<file path="config.mk">
export PLATFORM = sky130hd
export DESIGN_NAME = range_stream_tx_flat
export DESIGN_NICKNAME = d
export VERILOG_FILES = /design/src/rtl/range_stream_pkg.sv /design/src/rtl/range_stream_tx_if.sv /design/src/rtl/range_tx_buffer.sv /design/src/rtl/range_stream_tx.sv /design/src/flat_wrapper.sv
export SDC_FILE = /design/constraint.sdc
export NUM_CORES = 1
export LEC_CHECK = 0
export CAP_MARGIN = 15
export CORE_MARGIN = 3
export CORE_UTILIZATION = 60
export CTS_CLUSTER_DIAMETER = 120
export DETAILED_ROUTE_END_ITERATION = 12
export PLACE_DENSITY_LB_ADDON = 0.15
export SYNTH_ARGS = -nofsm -noshare
export SYNTH_HDL_FRONTEND = slang
export SYNTH_HIERARCHICAL = 1
export SYNTH_SLANG_ARGS = --single-unit
</file>
<file path="constraint.sdc">
create_clock -name clock -period 7.9 [get_ports clock]
set_clock_uncertainty 0.05 [all_clocks]
set_input_delay 0.79 -clock clock [delete_from_list [all_inputs] [get_ports clock]]
set_output_delay 0.79 -clock clock [all_outputs]
set_load 0.005 [all_outputs]
</file>
<file path="src/rtl/range_stream_pkg.sv">
// ============================================================================
// range_stream_pkg : shared types and default sizes for range_stream_tx
// Rev 1.0
// ============================================================================
`default_nettype none

package range_stream_pkg;
  localparam int DEF_WIDTH = 10;
  localparam int DEF_DEPTH = 8;

  typedef enum logic [0:0] {
    IDLE = 1'b0,
    SEND = 1'b1
  } tx_state_t;
endpackage

`default_nettype wire

</file>
<file path="src/rtl/range_stream_tx_if.sv">
// ============================================================================
// range_stream_tx_if : host load/start controls plus framed stream outputs
// Rev 1.0
// ============================================================================
`default_nettype none

interface range_stream_tx_if
  import range_stream_pkg::*;
#(
  parameter int WIDTH = DEF_WIDTH,
  parameter int DEPTH = DEF_DEPTH
);
  logic                     clear;
  logic                     wr_en;
  logic [WIDTH-1:0]         wr_data;
  logic                     start;
  logic [WIDTH-1:0]         tx_data;
  logic                     tx_go;
  logic                     tx_finish;
  logic                     busy;
  logic                     done;
  logic                     err;
  logic [$clog2(DEPTH):0]   count;
  logic [WIDTH-1:0]         exp_range;

  modport master (
    output clear, wr_en, wr_data, start,
    input  tx_data, tx_go, tx_finish, busy, done, err, count, exp_range
  );

  modport slave (
    input  clear, wr_en, wr_data, start,
    output tx_data, tx_go, tx_finish, busy, done, err, count, exp_range
  );
endinterface

`default_nettype wire

</file>
<file path="src/rtl/range_tx_buffer.sv">
// ============================================================================
// range_tx_buffer : DEPTH x WIDTH register file, one write port, async read
// Rev 1.0
// ============================================================================
`default_nettype none

module range_tx_buffer
  import range_stream_pkg::*;
#(
  parameter int WIDTH = DEF_WIDTH,
  parameter int DEPTH = DEF_DEPTH,
  localparam int AW   = $clog2(DEPTH)
) (
  input  wire logic             clock,
  input  wire logic             we,
  input  wire logic [AW-1:0]    waddr,
  input  wire logic [WIDTH-1:0] wdata,
  input  wire logic [AW-1:0]    raddr,
  output logic      [WIDTH-1:0] rdata
);
  logic [WIDTH-1:0] mem [DEPTH];

  always_ff @(posedge clock) begin
    if (we) mem[waddr] <= wdata;
  end

  assign rdata = mem[raddr];
endmodule

`default_nettype wire

</file>
<file path="src/rtl/range_stream_tx.sv">
// ============================================================================
// range_stream_tx : replays a loaded burst with go/finish framing and tracks
//                   the max-min range of the loaded words. Rev 1.0
// ============================================================================
`default_nettype none

module range_stream_tx
  import range_stream_pkg::*;
#(
  parameter int WIDTH = DEF_WIDTH,
  parameter int DEPTH = DEF_DEPTH
) (
  input wire logic         clock,
  input wire logic         reset,
  range_stream_tx_if.slave bus
);
  localparam int AW = $clog2(DEPTH);
  localparam int CW = AW + 1;

  tx_state_t        state;
  logic [AW-1:0]    idx;
  logic [AW-1:0]    rd_addr;
  logic [WIDTH-1:0] rd_data;
  logic [WIDTH-1:0] min_q, max_q, new_min, new_max;
  logic [CW-1:0]    count_q;
  logic [WIDTH-1:0] tx_data_q, range_q;
  logic             go_q, fin_q, busy_q, done_q, err_q;
  logic             full, accept, wr_ok, last;

  assign full    = (count_q == CW'(DEPTH));
  assign accept  = (state == IDLE) && bus.start && (count_q >= CW'(2));
  assign wr_ok   = (state == IDLE) && bus.wr_en && !bus.start && !bus.clear && !full;
  assign last    = ({1'b0, idx} == count_q - CW'(1));
  // In SEND, prefetch the word that follows the one currently on tx_data.
  assign rd_addr = (state == SEND) ? idx + AW'(1) : '0;

  assign new_min = (count_q == '0 || bus.wr_data < min_q) ? bus.wr_data : min_q;
  assign new_max = (count_q == '0 || bus.wr_data > max_q) ? bus.wr_data : max_q;

  range_tx_buffer #(.WIDTH(WIDTH), .DEPTH(DEPTH)) u_buf (
    .clock (clock),
    .we    (wr_ok),
    .waddr (count_q[AW-1:0]),
    .wdata (bus.wr_data),
    .raddr (rd_addr),
    .rdata (rd_data)
  );

  always_ff @(posedge clock) begin
    if (reset || bus.clear) begin
      state     <= IDLE;
      idx       <= '0;
      count_q   <= '0;
      min_q     <= '0;
      max_q     <= '0;
      range_q   <= '0;
      tx_data_q <= '0;
      go_q      <= 1'b0;
      fin_q     <= 1'b0;
      busy_q    <= 1'b0;
      done_q    <= 1'b0;
      err_q     <= 1'b0;
    end else begin
      case (state)
        IDLE: begin
          done_q <= 1'b0;
          if (bus.start) begin
            if (accept) begin
              state     <= SEND;
              idx       <= '0;
              tx_data_q <= rd_data;
              go_q      <= 1'b1;
              fin_q     <= 1'b0;
              busy_q    <= 1'b1;
            end else begin
              err_q <= 1'b1;
            end
          end else if (bus.wr_en) begin
            if (full) begin
              err_q <= 1'b1;
            end else begin
              count_q <= count_q + CW'(1);
              min_q   <= new_min;
              max_q   <= new_max;
              range_q <= new_max - new_min;
            end
          end
        end
        SEND: begin
          if (last) begin
            state     <= IDLE;
            tx_data_q <= '0;
            go_q      <= 1'b0;
            fin_q     <= 1'b0;
            busy_q    <= 1'b0;
            done_q    <= 1'b1;
          end else begin
            idx       <= idx + AW'(1);
            tx_data_q <= rd_data;
            go_q      <= 1'b0;
            fin_q     <= ({1'b0, idx} + CW'(2) == count_q);
          end
        end
        default: state <= IDLE;
      endcase
    end
  end

  assign bus.tx_data   = tx_data_q;
  assign bus.tx_go     = go_q;
  assign bus.tx_finish = fin_q;
  assign bus.busy      = busy_q;
  assign bus.done      = done_q;
  assign bus.err       = err_q;
  assign bus.count     = count_q;
  assign bus.exp_range = range_q;
endmodule

`default_nettype wire

</file>
<file path="src/flat_wrapper.sv">
// flat-port wrapper written by rule: the top's interface ports become plain ports
module range_stream_tx_flat import range_stream_pkg::*;
#(
  parameter int WIDTH = DEF_WIDTH,
  parameter int DEPTH = DEF_DEPTH
)
  (clock, reset, bus_clear, bus_wr_en, bus_wr_data, bus_start, bus_tx_data, bus_tx_go, bus_tx_finish, bus_busy, bus_done, bus_err, bus_count, bus_exp_range);
  range_stream_tx_if #(.WIDTH(WIDTH), .DEPTH(DEPTH)) bus_i ();
  input wire logic clock;
  input wire logic reset;
  input wire logic [$bits(bus_i.clear)-1:0] bus_clear;
  input wire logic [$bits(bus_i.wr_en)-1:0] bus_wr_en;
  input wire logic [$bits(bus_i.wr_data)-1:0] bus_wr_data;
  input wire logic [$bits(bus_i.start)-1:0] bus_start;
  output wire logic [$bits(bus_i.tx_data)-1:0] bus_tx_data;
  output wire logic [$bits(bus_i.tx_go)-1:0] bus_tx_go;
  output wire logic [$bits(bus_i.tx_finish)-1:0] bus_tx_finish;
  output wire logic [$bits(bus_i.busy)-1:0] bus_busy;
  output wire logic [$bits(bus_i.done)-1:0] bus_done;
  output wire logic [$bits(bus_i.err)-1:0] bus_err;
  output wire logic [$bits(bus_i.count)-1:0] bus_count;
  output wire logic [$bits(bus_i.exp_range)-1:0] bus_exp_range;
  assign bus_i.clear = bus_clear;
  assign bus_i.wr_en = bus_wr_en;
  assign bus_i.wr_data = bus_wr_data;
  assign bus_i.start = bus_start;
  assign bus_tx_data = bus_i.tx_data;
  assign bus_tx_go = bus_i.tx_go;
  assign bus_tx_finish = bus_i.tx_finish;
  assign bus_busy = bus_i.busy;
  assign bus_done = bus_i.done;
  assign bus_err = bus_i.err;
  assign bus_count = bus_i.count;
  assign bus_exp_range = bus_i.exp_range;
  range_stream_tx #(.WIDTH(WIDTH), .DEPTH(DEPTH)) u_core (.clock(clock), .reset(reset), .bus(bus_i));
endmodule
</file>
**Clock wires, drivers and flops**

Drawn at 2 px/um.
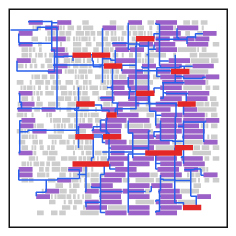
[clock wires] blue | length: 1,500 um
[cells driving clock nets] red | count: 17
[flip-flops] purple | count: 133
flops lie: all over the die
power in the clock group: 0.000758 W
clock power share: 46.8%
insertion delay at the late pin of the worst-skew pair: 0.51 ns

**Sequential cells colored by netlist name**

Drawn at 2 px/um.
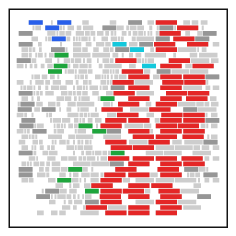
| name in the netlist | color | placed flops |
|---|---|---|
| u_core/u_buf/mem | red | 80 |
| u_core/min_q | green | 10 |
| u_core/bus.count | blue | 4 |
| u_core/idx | cyan | 3 |
not colored: 36
sequential share of cell area: 46.7%
register area: 3460 um2
post-route core utilization: 74.5%
Sequential Power: 0.000746 W

**Nets reached from selected ports**

Drawn at 4 px/um.
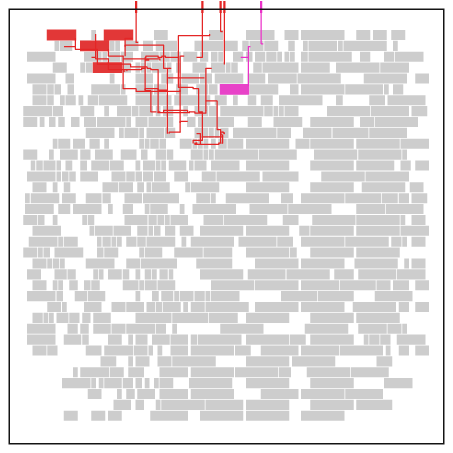
| port | color | bits | direction | end cells | buffers | wire |
|---|---|---|---|---|---|---|
| bus_count | red | 4 | output | 4 | 4 | 362 um |
| bus_tx_finish | magenta | 1 | output | 1 | 1 | 20.6 um |
port bufs: 43
IO Pins: 44

==> run summary <==
Synthesis and PnR results.

- The chip area is 11,700 um2.
- The number of nets in the final layout is 587.
- The delay contributed by the slowest stage of the critical path is 0.66 ns.
- The area growth from synthesis to final layout reads 18.2%.
- The clock transition at the register clock pins on the worst setup and hold paths after CTS is 0.06 ns.
- The number of buffer and inverter instances along the worst setup path reads 1.
- Buffers inserted to repair hold after CTS numbered 0.
- The worst hold path stage count is 2.
- The layout has 651 filler cells.
- The pin closest to its max-slew limit shows a slew of 1.15 ns.
- Yosys mapped a number of flops with a built-in enable equal to roughly 80.
- Post-route period utilization is reported as 61.3%.
- The number of max-cap violations is 0.
- The maximum fanout encountered on the critical timing path is 14.
- The total vias in the final route is 4,067.
- The area taken by multi-input logic gates reads 2630 um2.
- Setup repair after global routing left no endpoint under its margin.
- The layout stage reports a final design area of 7410 um2.
- The first TritonRoute pass finished after 4 iterations.
- The area figure in the yosys stat output reads 6270 um2.
- The largest total area in the synthesized netlist belongs to sky130_fd_sc_hd__edfxtp_1.
- In the synthesized netlist, the cells that appear most often are 80 x sky130_fd_sc_hd__edfxtp_1, 60 x sky130_fd_sc_hd__nor2_1, 53 x sky130_fd_sc_hd__dfxtp_1, 33 x sky130_fd_sc_hd__ha_1, 29 x sky130_fd_sc_hd__mux2i_1.
- In this run the tools logged warnings totalling 28.
- The number of endpoints with negative hold slack in the final report reads 0.
- The HPWL after detailed placement is 8530 um.
- The time the final worst path needs with I/O delays and setup is 4.85 ns.
- The fraction of registers with async set or reset after synthesis reads 0%.
- The peak supply drop reads ~0.12 mV.
- The post-synthesis average cell area reads 12.8 um2.
- The max-slew violation count reads 0.
- The leftover overflow at the end of global routing is 0.
- Once the clock tree was built, the resizer swapped 0 gates to a different size.
- TritonCTS built the clock tree.
- The cell count in the Yosys report reads around 500.
- The wire length of the first global-routing pass is between 20,000 and 25,000 um.
- The hold path startpoint is u_core/bus.exp_range[4]$_SDFFE_PP0P_.
- The reg-to-reg critical path endpoint is u_core/bus.exp_range[9]$_SDFFE_PP0P_.
- The count of nets left with antenna violations once routing finished came out at 0.
- After layout, the design draws a total of 0.00162 W.
- The final RePlAce weighted congestion is 0.861.
- The number of antenna repair diodes reads 0.
- The most common cell after layout, fill and taps aside is sky130_fd_sc_hd__edfxtp_1.
- The starting DRC count in detailed routing is roughly 360.
- Entering global routing, the biggest net connects 52 pins.
- The kind of start point of the critical path reads a primary input.
- The peak clock frequency supported by timing reads just over 0.2 GHz.
- The H-tree depth reported by CTS is 4.
- The endpoint kind of the worst setup timing path reads a register.
- The library cell contributing the largest single delay on the critical path reads sky130_fd_sc_hd__clkdlybuf4s50_1.
- In the final layout, the share of cells above drive strength 1 is 12.0%.
- Sorting the synthesized cells by area gives the leading types as sky130_fd_sc_hd__edfxtp_1 38%, sky130_fd_sc_hd__dfxtp_1 17%, sky130_fd_sc_hd__mux4_1 8.4%.
- The via density per instance is between 5 and 6.
- The data required time at the worst endpoint reads 8.30 ns.
- The worst min-delay path endpoint reads u_core/bus.exp_range[4]$_SDFFE_PP0P_.
- The synthesis-stage register bit count is between 100 and 150.
- The floorplan step set the die width to 108 um.
- The report puts the cell count of the worst reg-to-reg path at 15.
- The total setup violations reported at the end of the flow reads 0.
- The initial core utilization is between 60% and 70%.
- The startpoint of the lowest-slack register-to-register path is u_core/bus.count[0]$_SDFFE_PP0P_.
- The script extracted a total leakage power of about 2.7 nW.
- The synthesis warning total reads 6.
- The number of buffers inserted to repair setup after CTS reads 0.
- The portion of the post-synthesis area used by sequential elements reads 55.2%.
- The combined global-route utilization of all metal layers reads between 20% and 30%.
- The clock root buffer is sky130_fd_sc_hd__clkbuf_8.
- The synthesized netlist net count reads 540.
- Dividing the detail-routed wire length by the instance count gives 19.8 um.
- The total DRC errors in the routed layout reads 0.
- The family with the most delay on the worst path reads AND-OR/OR-AND gates.
- The hold slack is a little over 0.4 ns.
- The placed cell area reads 6830 um2.
- The total power divided by cell area is 218 nW/um2.
- The number of antenna violations at the first check in global routing is 0.
- In this run the biggest area consumer among cell types represents roughly two fifths of the synthesized area.
- The number of global-route vias before repair is 4,132.
- The floorplan core area is 9950 um2.
- The signal arrival time at the worst endpoint reads 5.25 ns.
- The tally of unique sky130hd cells used after synthesis is 49.
- In the final timing run, aggregate negative setup slack is 0 ns.
- The flow ran to the end, and the final reports show no timing, DRC or antenna violations.
- The vertical die dimension is 108 um.
- The critical path's most frequent cell reads sky130_fd_sc_hd__o21ai_0.
- The dominant register cell in the synthesized netlist reads sky130_fd_sc_hd__edfxtp_1.
- The most common cell in the netlist is sky130_fd_sc_hd__edfxtp_1.
- The maximum clock path buffer count reads 2.
- In this run the tightest slew margin relative to its limit is 22.8%.
- The path class of the tightest hold or removal check is reg2reg.
worst max-delay path by stage:
stage | endpoint | start | cells after the start | slack, ns
3_3_place_gp | u_core/bus.exp_range[9]$_SDFFE_PP0P_ | bus_wr_data[4] | 16 | 2.65
2_1_floorplan | u_core/bus.exp_range[9]$_SDFFE_PP0P_ | bus_wr_data[4] | 17 | 3.50
5_1_grt | u_core/bus.exp_range[9]$_SDFFE_PP0P_ | bus_wr_data[2] | 16 | 2.73
4_1_cts | u_core/bus.exp_range[9]$_SDFFE_PP0P_ | bus_wr_data[3] | 16 | 3.10
3_5_place_dp | u_core/bus.exp_range[9]$_SDFFE_PP0P_ | bus_wr_data[4] | 16 | 2.61
6_report | u_core/bus.exp_range[9]$_SDFFE_PP0P_ | bus_wr_data[3] | 16 | 3.05
power by group:
part,internal [W],leakage (nW),switching [W]
logic,0.0000498,1.26,0.0000654
clock network,0.000460,0.286,0.000298
registers,0.000742,1.15,0.00000479
total,0.00125,2.69,0.000368
flip-flops by register name, indices dropped and copies added, names as in the netlist, 3 cells and up:
register,flops
u_core/bus.count,4
u_core/bus.exp_range,10
u_core/bus.tx_data,10
u_core/idx,3
u_core/max_q,10
u_core/min_q,10
u_core/u_buf/mem,80
metal layers:
layer | share of wire (%) | vias to the layer above | routed length (um) | global-route usage, %
met5 | 0 | - | 0 | 0
met4 | 2.4 | 0 | 331 | 10.8
met3 | 5.5 | 29 | 741 | 5.73
met2 | 49 | 131 | 6680 | 41.7
met1 | 43 | 1988 | 5760 | 32.0
li1 | - | 1919 | - | -
through the flow:
| stage | std cells | util (%) | worst slack [ns] |
|---|---|---|---|
| 2_1_floorplan | 491 | - | 3.50 |
| 3_3_place_gp | 651 | 68.6 | 2.65 |
| 3_5_place_dp | 651 | 68.6 | 2.61 |
| 4_1_cts | 683 | 74.4 | 3.10 |
| 5_1_grt | 684 | 74.5 | 2.73 |
| 6_report | 684 | 74.5 | 3.05 |
tightest hold or removal path: stages (launching register included):
cell,delay [ns]
sky130_fd_sc_hd__dfxtp_1,0.31
sky130_fd_sc_hd__nand2_1,0.05
sky130_fd_sc_hd__a21oi_1,0.05
layout make-up:
class                           count  share of cell area, %
Sequential cell                   133                   46.7
Timing Repair Buffer               49                   6.46
Multi-Input combinational cell    311                   35.5
Tap cell                          133                   2.24
Clock buffer                       18                   5.77
Clock inverter                     14                   2.01
Inverter                           26                   1.32
cells by family after synthesis:
family | count (synthesis) | share of synthesized area (%)
compound gates | 66 | 6.76
fa+ha+maj | 34 | 6.90
simple gates | 127 | 9.36
buf+inv | 47 | 3.19
mux | 66 | 16.1
xor+xnor | 18 | 2.51
flops | 133 | 55.2
Power is estimated from default activity; no workload was simulated.
